[src/rtl/seven_segment_monitor_pkg.sv]
// Shared seven-segment definitions: segment bit order, legal digit codes and monitor FSM states.
// Pure declarations; no logic, latency or backpressure.
package seven_segment_monitor_pkg;

  localparam int SEG_W           = 7;
  localparam int SEG_TOP         = 0;
  localparam int SEG_UPPER_RIGHT = 1;
  localparam int SEG_LOWER_RIGHT = 2;
  localparam int SEG_BOTTOM      = 3;
  localparam int SEG_LOWER_LEFT  = 4;
  localparam int SEG_UPPER_LEFT  = 5;
  localparam int SEG_MIDDLE      = 6;

  // Codes listed bit6 (middle) down to bit0 (top).
  localparam logic [SEG_W-1:0] SEG_CODE_0 = 7'b0111111;
  localparam logic [SEG_W-1:0] SEG_CODE_1 = 7'b0000110;
  localparam logic [SEG_W-1:0] SEG_CODE_2 = 7'b1011011;
  localparam logic [SEG_W-1:0] SEG_CODE_3 = 7'b1001111;
  localparam logic [SEG_W-1:0] SEG_CODE_4 = 7'b1100110;
  localparam logic [SEG_W-1:0] SEG_CODE_5 = 7'b1101101;
  localparam logic [SEG_W-1:0] SEG_CODE_6 = 7'b1111100;
  localparam logic [SEG_W-1:0] SEG_CODE_7 = 7'b0000111;
  localparam logic [SEG_W-1:0] SEG_CODE_8 = 7'b1111111;
  localparam logic [SEG_W-1:0] SEG_CODE_9 = 7'b1100111;

  typedef enum logic [1:0] {
    WAIT_FIRST = 2'd0,
    SYNCED     = 2'd1,
    MEASURING  = 2'd2
  } monitor_state_t;

endpackage

[src/rtl/seven_segment_monitor_pattern_decode.sv]
// Combinational seven-segment pattern to digit decoder with a legal-code flag.
// Zero latency; no backpressure.
module seven_segment_pattern_decode
  import seven_segment_monitor_pkg::*;
(
  input  logic [SEG_W-1:0] pattern,
  output logic [3:0]       digit,
  output logic             legal
);

  always_comb begin
    digit = 4'd0;
    legal = 1'b1;
    case (pattern)
      SEG_CODE_0: digit = 4'd0;
      SEG_CODE_1: digit = 4'd1;
      SEG_CODE_2: digit = 4'd2;
      SEG_CODE_3: digit = 4'd3;
      SEG_CODE_4: digit = 4'd4;
      SEG_CODE_5: digit = 4'd5;
      SEG_CODE_6: digit = 4'd6;
      SEG_CODE_7: digit = 4'd7;
      SEG_CODE_8: digit = 4'd8;
      SEG_CODE_9: digit = 4'd9;
      default:    legal = 1'b0;
    endcase
  end

endmodule

[src/rtl/seven_segment_monitor.sv]
// Watches a seven-segment encoder: debounces patterns, checks digit order and digit period.
// Pulses appear STABLE_CYCLES edges after a new pattern first samples; no backpressure.
module seven_segment_monitor
  import seven_segment_monitor_pkg::*;
#(
  parameter int MAX_COUNT     = 16_000_000,
  parameter int STABLE_CYCLES = 4,
  parameter int PERIOD_TOL    = 0
) (
  input  logic             clk,
  input  logic             reset,
  input  logic [SEG_W-1:0] segments_in,
  output logic [3:0]       digit_out,
  output logic             digit_valid,
  output logic             invalid_pattern,
  output logic             sequence_error,
  output logic [23:0]      period_out,
  output logic             period_error
);

  localparam int          CNT_W      = $clog2(STABLE_CYCLES + 1);
  localparam logic [24:0] EXP_PERIOD = 25'(MAX_COUNT + 1);
  localparam logic [24:0] TOL        = 25'(PERIOD_TOL);

  logic [SEG_W-1:0] sample_q;
  logic [SEG_W-1:0] last_pat;
  logic             last_vld;
  logic [CNT_W-1:0] stab_cnt;
  logic [23:0]      per_cnt;
  monitor_state_t   state;

  logic [3:0]  dec_digit;
  logic        dec_legal;
  logic        accept;
  logic [3:0]  next_digit;
  logic        seq_bad;
  logic [24:0] per_diff;
  logic        per_bad;

  seven_segment_pattern_decode u_decode (
    .pattern (sample_q),
    .digit   (dec_digit),
    .legal   (dec_legal)
  );

  // stab_cnt == STABLE_CYCLES-1 means the registered pattern has been seen on STABLE_CYCLES edges.
  assign accept     = (stab_cnt == CNT_W'(STABLE_CYCLES - 1)) && (!last_vld || (sample_q != last_pat));
  assign next_digit = (digit_out == 4'd9) ? 4'd0 : digit_out + 4'd1;
  assign seq_bad    = (dec_digit != next_digit);
  assign per_diff   = ({1'b0, per_cnt} >= EXP_PERIOD) ? ({1'b0, per_cnt} - EXP_PERIOD)
                                                      : (EXP_PERIOD - {1'b0, per_cnt});
  assign per_bad    = (per_cnt == 24'hFF_FFFF) || (per_diff > TOL);

  always_ff @(posedge clk) begin
    if (reset) begin
      sample_q        <= '0;
      last_pat        <= '0;
      last_vld        <= 1'b0;
      stab_cnt        <= '0;
      per_cnt         <= '0;
      state           <= WAIT_FIRST;
      digit_out       <= 4'd0;
      period_out      <= 24'd0;
      digit_valid     <= 1'b0;
      invalid_pattern <= 1'b0;
      sequence_error  <= 1'b0;
      period_error    <= 1'b0;
    end else begin
      sample_q        <= segments_in;
      digit_valid     <= 1'b0;
      invalid_pattern <= 1'b0;
      sequence_error  <= 1'b0;
      period_error    <= 1'b0;

      if (segments_in != sample_q) begin
        stab_cnt <= '0;
      end else if (stab_cnt != CNT_W'(STABLE_CYCLES)) begin
        stab_cnt <= stab_cnt + 1'b1;
      end

      if (per_cnt != 24'hFF_FFFF) begin
        per_cnt <= per_cnt + 24'd1;
      end

      if (accept) begin
        last_pat <= sample_q;
        last_vld <= 1'b1;
        if (dec_legal) begin
          digit_valid <= 1'b1;
          digit_out   <= dec_digit;
          // Count 1 at the pulse edge so the stored value equals the edge spacing.
          per_cnt     <= 24'd1;
          case (state)
            WAIT_FIRST: state <= SYNCED;
            SYNCED: begin
              period_out <= per_cnt;
              if (seq_bad) begin
                sequence_error <= 1'b1;
              end else begin
                state <= MEASURING;
              end
            end
            default: begin
              period_out     <= per_cnt;
              sequence_error <= seq_bad;
              period_error   <= per_bad;
            end
          endcase
        end else begin
          invalid_pattern <= 1'b1;
          per_cnt         <= 24'd0;
          state           <= WAIT_FIRST;
        end
      end
    end
  end

endmodule
[config.mk]
export PLATFORM = sky130hd
export DESIGN_NAME = seven_segment_monitor
export DESIGN_NICKNAME = d
export VERILOG_FILES = /design/src/rtl/seven_segment_monitor_pkg.sv /design/src/rtl/seven_segment_monitor_pattern_decode.sv /design/src/rtl/seven_segment_monitor.sv
export SDC_FILE = /design/constraint.sdc
export NUM_CORES = 1
export LEC_CHECK = 0
export ABC_CLOCK_PERIOD_IN_PS = 3400
export CAP_MARGIN = 40
export CORE_AREA = 2 2 107 109
export CTS_BUF_LIST = sky130_fd_sc_hd__clkbuf_16
export DETAILED_ROUTE_END_ITERATION = 10
export DIE_AREA = 0 0 109 111
export GPL_TIMING_DRIVEN = 1
export SLEW_MARGIN = 20
export SYNTH_ARGS = -nofsm -noshare
export SYNTH_HDL_FRONTEND = slang
export SYNTH_SLANG_ARGS = --single-unit
[constraint.sdc]
create_clock -name clk -period 3.4 [get_ports clk]
set_input_delay 0.34 -clock clk [delete_from_list [all_inputs] [get_ports clk]]
set_output_delay 0.34 -clock clk [all_outputs]
set_load 0.1 [all_outputs]
### The metal 1 layer, run 1

Scale: 4 px per um.
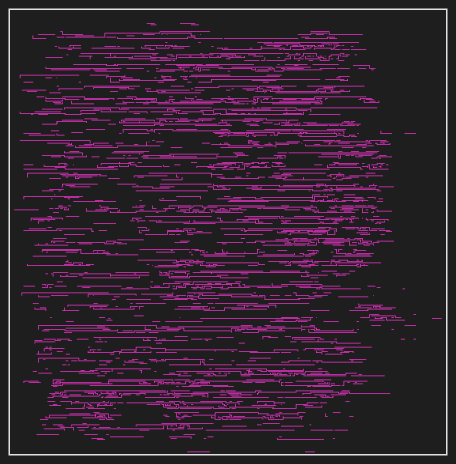
share of all routed wire: 47%
wire length on this layer: 6,540 um
main direction: horizontal
nets with wire on the layer: 619
Routed WL: 14,000 um
via count: 4,746
GRT met1 Usage: 35.6%

### Track usage over the die, run 1

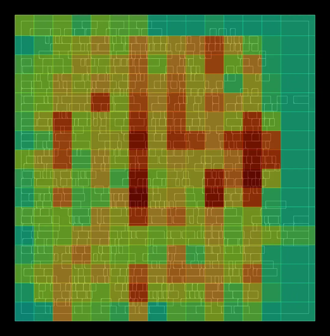
Final Util: 56.9%
drt wl/cell: 17.2 um
gr usage total: 24.5%
met3 Use GR: 4.59%

==> results.txt, run 1 <==
run metrics: run status=complete, no violations, crit path cell chain=inv_1, ha_1, or3b_2, nor3_4, o21ai_2, a2111oi_2, o211ai_1, or4_1, nor4_1, a21oi_1, Initial DRC Count=353, vias in the first global route=4,502, critical path class=register to register, Setup TNS=0 ps, GRT overflow=0, Power Sequential=0.914 mW, Final Power=2.01 mW, placed cells=798, Yosys Chip Area=4840 um^2, Mapped Avg Cell Area=8.07 um^2, Max VDD drop=0.311 mV, clock share of power=45.8%, Hold Buf Count CTS=0, WL met3=839 um, top post-synthesis cells by count=nor2_1, dfxtp_1, mux2i_1, H-tree levels=3, DP Area=6010 um^2, Insertion Delay late pin=350 ps, Pins Over Slew Limit=0, Synth cell types=79, routed vias/inst=5.83, arrival time of the worst setup path=3310 ps, Top cells by area=dfxtp_1, mux2i_1, nor2_1, tool warning count=31, Bufs on Longest Clock Path=2, fin cells=814, area share of the largest cell type after synthesis=31.4%, worst rel slew slack=48.2%, Antenna diodes=0, die height=111 um, Critical Path RT=3630 ps, FP Core Util=43.7%, antenna-violating nets left=0, Post-route DRC=0, sw power=0.533 mW, post-synthesis async set-or-reset flop share=0%, clock-pin slew on the worst setup and hold paths=70 ps, WL met2=6180 um, Syn Nets=618, Post-synth regs=76, # setup viols final=0, # Post-CTS Setup Buffers=0, synthesized cell area=4840 um^2, CTS tree=built, detailed placer's ending HPWL=10,600 um, CTS resizes=0, YS warnings=0, first-pass GRT wire length=23,400 um, dominant power group=the clock network, Seq pwr share=45.4%, nets=684, die span in x=109 um, flip-flops with a built-in enable=0, Pleak=2.21 nW, gpl congestion=0.890, number of cells in Yosys stat=600, CP max-delay cell=or3b_2, Max-cap violations=0, TritonCTS Buffers=9, layout cells sized above 1=15.5%, Synth area leader=dfxtp_1, PwrDens=320 nW/um^2, clk sink count=76, largest net degree at the start of global routing=28, met1 wire length=6540 um, worst clock skew=10.5 ps, clk pwr=0.923 mW, Comb power frac=8.8%, CTS root buf=clkbuf_16, sequential share of the synthesized area=31.4%, top routing layer in use=met4, RSZ-0062 raised after global routing=false, crit share post-route=90.6%, fmax=325 MHz, hold crit path type=primary input to register, worst slew pin tran=771 ps, prevailing post-synth register cell=dfxtp_1, Crit. End Element=register, Worst Path Buf+Inv=1, gr busiest metal=met1, cell with the most instances after synthesis=nor2_1, total iterations of the first detailed-routing run=5, I/O pin cnt=41, CP delay by family, top=simple AND/OR/NAND/NOR gates, CP max FO=8, crit start category=register, pre-CTS WS=222 ps, Mapped Cells=600, initial antenna violation count=0, crit path time final=3080 ps, met2 usage=35.0%, Hold Fails Final Rpt=0, Comb power=0.177 mW, cell-internal power=1.48 mW, Hold Slack=455 ps, total die size=12,100 um^2, crit-path max cell delay=500 ps, Switching Share=26.5%, # port buffers=40
### Drive-strength map, run 1

Scale: 3 px per um.
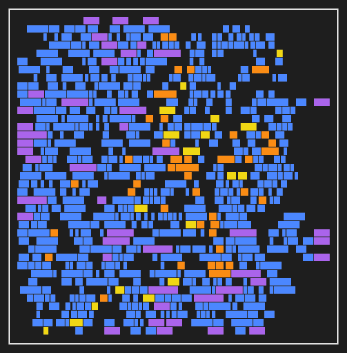
| size | color | cells |
|---|---|---|
| x2 | yellow | 18 |
| x6 and larger | purple | 45 |
| x3 and x4 | orange | 41 |
| x1 and smaller | blue | 567 |
setup ws final: 320 ps
Area Overhead vs Synth: 30.1%
buffers outside the clock class: 103

### Cells colored by class, run 1

Scale: 3 px per um.
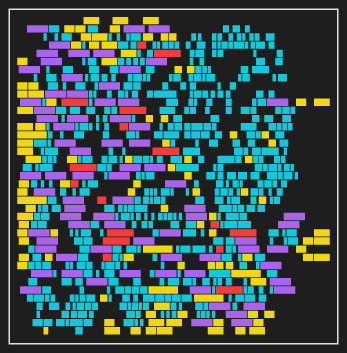
| class | color | cells | share of their area |
|---|---|---|---|
| clock drivers and dummy loads | red | 16 | 4.6% |
| remaining buffers and delay cells | yellow | 103 | 19% |
| sequential cells | purple | 76 | 25% |
| remaining logic cells | cyan | 476 | 51% |
Core Rows: 39
Placeable Area: 11,100 um^2
final instance area: 6300 um^2
flop share of the area: 24.1%

[run 1: worst paths after layout]
path,from,endpoint,slack [ps],cells past startpoint
max,per_cnt[1],period_error,320,10
min,reset,period_out[17],460,2
max reg2reg,per_cnt[1],period_error,320,10
min reg2reg,last_vld,last_vld,480,2
[run 1: cells by family (layout without fill, tap and decap cells)]
family,count (synthesis),count (layout),share of synthesized area (%)
mux,36,36,7.47
flops,76,76,31.4
xor+xnor,43,43,7.78
compound gates,122,122,18.2
buf+inv,65,136,5.35
fa+ha+maj,9,9,2.33
simple gates,249,249,27.4
[run 1: layout by cell type (no fill, tap or decap), types with 6 or more instances in the layout]
cell             Yosys  routed
or3_1                9       9
xnor2_1             27      27
a21oi_1             24      24
dfxtp_1             76      76
nor3_1              15      15
nor3b_1              6       6
buf_4                2      31
clkdlybuf4s50_1      0      39
buf_16               0       6
nor2_1              82      82
buf_8                0      26
o21ai_0             17      17
xor2_1              16      16
nor2b_1             10      10
and3_1               6       6
nand4_1             13      13
nor4_1              17      17
o31ai_1              6       6
mux2i_1             35      35
inv_1               17      17
a211oi_1             6       6
nand3_1             23      23
nand2_1             34      34
ha_1                 9       9
clkbuf_16            0       9
a31oi_1             10      10
[run 1: final cells by class]
cell class | instances | area (um^2)
clock buffer | 9 | 225
clock inverter | 7 | 58.8
fill | 990 | 4770
inverter | 17 | 63.8
multi-input combinational | 459 | 3070
sequential | 76 | 1520
tap | 143 | 179
timing repair buffer | 103 | 1180
[run 1: state kept, by name, indices dropped and copies added, names as in the netlist]
register and cells:
digit_out 4, invalid_pattern 1, last_vld 1, period_error 1, sample_q 7, stab_cnt 3, period_out 24, sequence_error 1
digit_valid 1, state 2, last_pat 7, per_cnt 24
### A small window of the routed layout, run 1

Window x 15 to 40, y 71 to 96 um. Cells in gray, sequential cells in the stronger gray; small squares are vias.
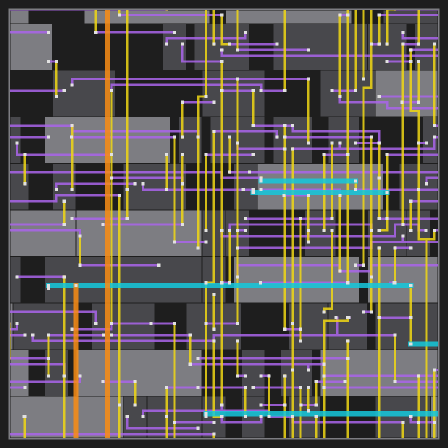

==> run 2: changes to the inputs <==
--- a/config.mk
+++ b/config.mk
@@ -11,6 +11,7 @@
 export CTS_BUF_LIST = sky130_fd_sc_hd__clkbuf_16
 export DETAILED_ROUTE_END_ITERATION = 10
 export DIE_AREA = 0 0 109 111
+export GPL_ROUTABILITY_DRIVEN = 0
 export GPL_TIMING_DRIVEN = 1
 export SLEW_MARGIN = 20
 export SYNTH_ARGS = -nofsm -noshare
### A small window of the routed layout, run 2

Window x 15 to 40, y 71 to 96 um. Cells in gray, sequential cells in the stronger gray; small squares are vias.
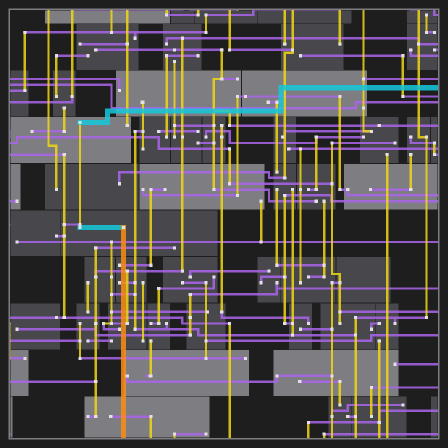
| layer | color |
|---|---|
| M1 | purple |
| M4 | orange |
| M3 | cyan |
| M2 | yellow |
sequential cells in the window: 8
cells with their middle in the window: 40
most frequent: dfxtp_1 (8), nor2_1 (6)
netlist names of flops here include: per_cnt (6), period_out (2)

==> run 2 against run 1 <==
  * Final area up 0.62%
  * Wire length down 3.2%
  * Utilization up 0.35 points
  * First-iteration DRC count up 13%
  * Die area unchanged
  * Fmax down 3.7%
  * Sequential share of layout area down 0.15 points
  * Area after synthesis unchanged
  * Combinational power down 2%
  * Clock-buffer cell count unchanged
  * Worst setup slack worse by 120 ps
  * Critical path depth unchanged
  * Largest cell class unchanged
  * Largest power group unchanged
==> results.txt, run 2 <==
run metrics: Pins Over Slew Limit=0 (unchanged), area share of the largest cell type after synthesis=31.4% (unchanged), Mapped Cells=600 (unchanged), sequential standard cell area=1520 um^2 (unchanged), Setup TNS=0 ps (unchanged), Commonest Layout Cell=nor2_1, Top cells by area=dfxtp_1, mux2i_1, nor2_1, biggest regs=per_cnt (24), period_out (24), Hold Slack=416 ps (-39.7 ps), largest net degree at the start of global routing=29 (+3.6%), Gate Area=3070 um^2 (unchanged), vias in the first global route=4,485 (-0.38%), worst slew pin tran=931 ps (+160 ps), placed cells=798 (unchanged), prevailing post-synth register cell=dfxtp_1, fmax=313 MHz (-3.7%), tool warning count=31 (unchanged), synthesized cell area=4840 um^2 (unchanged), met2 usage=34.1% (-0.87 points), H-tree levels=3 (unchanged), # Post-CTS Setup Buffers=0 (unchanged), Routed WL=13,600 um (-3.2%), crit path cell chain=inv_1, ha_1, or3b_2, nor3_4, o21ai_2, a2111oi_2, o211ai_1, or4_1, nor4_1, a21oi_1, final instance area=6340 um^2 (+0.62%), Max VDD drop=0.277 mV (-11%), PwrDens=336 nW/um^2 (+5.2%), Bufs on Longest Clock Path=2 (unchanged), Hold Fails Final Rpt=0 (unchanged), fill cell count=972 (-1.8%), # port buffers=40 (unchanged), arrival time of the worst setup path=3420 ps (+110 ps), Critical Path RT=3630 ps (about the same), RSZ-0062 raised after global routing=false, CTS root buf=clkbuf_16, fin cells=814 (unchanged), Yosys Chip Area=4840 um^2 (unchanged), Top Layout Cells=nor2_1, dfxtp_1, clkdlybuf4s50_1, top post-synthesis cells by count=nor2_1, dfxtp_1, mux2i_1, via count=4,773 (+0.57%), Worst Path Buf+Inv=1 (unchanged), sequential share of the synthesized area=31.4% (unchanged), Synth area leader=dfxtp_1, crit start category=register, Antenna diodes=0 (unchanged), Final Power=2.13 mW (+5.9%), Synth cell types=79 (unchanged), number of cells in Yosys stat=600 (unchanged), worst clock skew=15.1 ps (+4.62 ps), YS warnings=0 (unchanged), hold crit path type=primary input to register, initial antenna violation count=0 (unchanged), crit share post-route=94.0% (+3.4 points), Post-synth regs=76 (unchanged), Post-route DRC=0 (unchanged), critical path class=register to register, Pleak=2.23 nW (+0.86%), die height=111 um (unchanged), GRT overflow=0 (unchanged), die span in x=109 um (unchanged), cell with the most instances after synthesis=nor2_1, Placeable Area=11,100 um^2 (unchanged), GRT met1 Usage=33.5% (-2.1 points), run status=complete, no violations, CP max-delay cell=or3b_2, worst rel slew slack=37.7% (-11 points), nets=684 (unchanged), clock-pin slew on the worst setup and hold paths=70 ps (about the same), CTS resizes=0 (unchanged), routed vias/inst=5.86 (+0.57%), gr usage total=23.3% (-1.2 points), # setup viols final=0 (unchanged), I/O pin cnt=41 (unchanged), Area Overhead vs Synth=30.9%, CTS tree=built, layout cells sized above 1=15.5% (unchanged), first-pass GRT wire length=22,500 um (-3.7%), CP max FO=14 (+6), CP delay by family, top=simple AND/OR/NAND/NOR gates, Syn Nets=618 (unchanged), drt wl/cell=16.6 um (-3.2%), Crit. End Element=register, flip-flops with a built-in enable=0 (unchanged), Hold Buf Count CTS=0 (unchanged), crit-path max cell delay=500 ps (about the same), TritonCTS Buffers=9 (unchanged), met3 Use GR=4.53% (-0.059 points), Insertion Delay late pin=350 ps (about the same), Mapped Avg Cell Area=8.07 um^2 (unchanged), detailed placer's ending HPWL=9870 um (-6.5%), antenna-violating nets left=0 (unchanged), Max-cap violations=0 (unchanged), Initial DRC Count=399 (+13%), total die size=12,100 um^2 (unchanged), total iterations of the first detailed-routing run=5 (unchanged), post-synthesis async set-or-reset flop share=0% (unchanged), FP Core Util=43.7% (unchanged), gr busiest metal=met2, DP Area=6010 um^2 (unchanged), crit path time final=3200 ps (+117 ps), Core Rows=39 (unchanged), clk sink count=76 (unchanged)
-- run 2: area by class of cell --
class	count	area share, %
multi-input cells	459	48.4
flip-flops and latches	76	24.0
repair buffers	103	18.7
clock buffers	9	3.55
well taps	143	2.82
clock inverters	7	1.54
inverters	17	1.01
-- run 2: path summary, 6_finish.rpt --
path                    from             end  slack [ps]  cells after the start
hold / removal         reset  period_out[17]         420                      2
setup / recovery  per_cnt[1]    period_error         200                     10
setup reg to reg  per_cnt[1]    period_error         200                     10
hold reg to reg     last_vld        last_vld         470                      2
-- run 2: per-layer routing --
metal / vias up / share of wire, %
met4: 0 / 1.9
met5: - / 0
li1: 2307 / -
met2: 207 / 45
met1: 2233 / 46
met3: 26 / 6.9
-- run 2: where the power goes --
part	total [mW]	switching, mW	leakage (nW)	internal, mW
Combinational	0.173	0.0975	1.47	0.0757
Clock	1.04	0.397	0.152	0.646
Sequential	0.916	0.0178	0.614	0.898
Total	2.13	0.512	2.23	1.62
-- run 2: logic make-up after synthesis --
group | share of synthesized area (%)
multiplexers | 7.47
AND/OR/NAND/NOR | 27.4
AND-OR/OR-AND | 18.2
XOR/XNOR | 7.78
buffers and inverters | 5.35
flip-flops | 31.4
adder cells (fa/ha/maj) | 2.33
-- run 2: stage by stage --
stage,util (%),worst slack [ps]
after global placement,49.4,273
after CTS,57.2,131
final,57.2,203
after floorplan,-,502
after detailed placement,54.3,139
after global routing,57.2,14.8
No activity file was given, so power comes from the tool's default toggle rates.
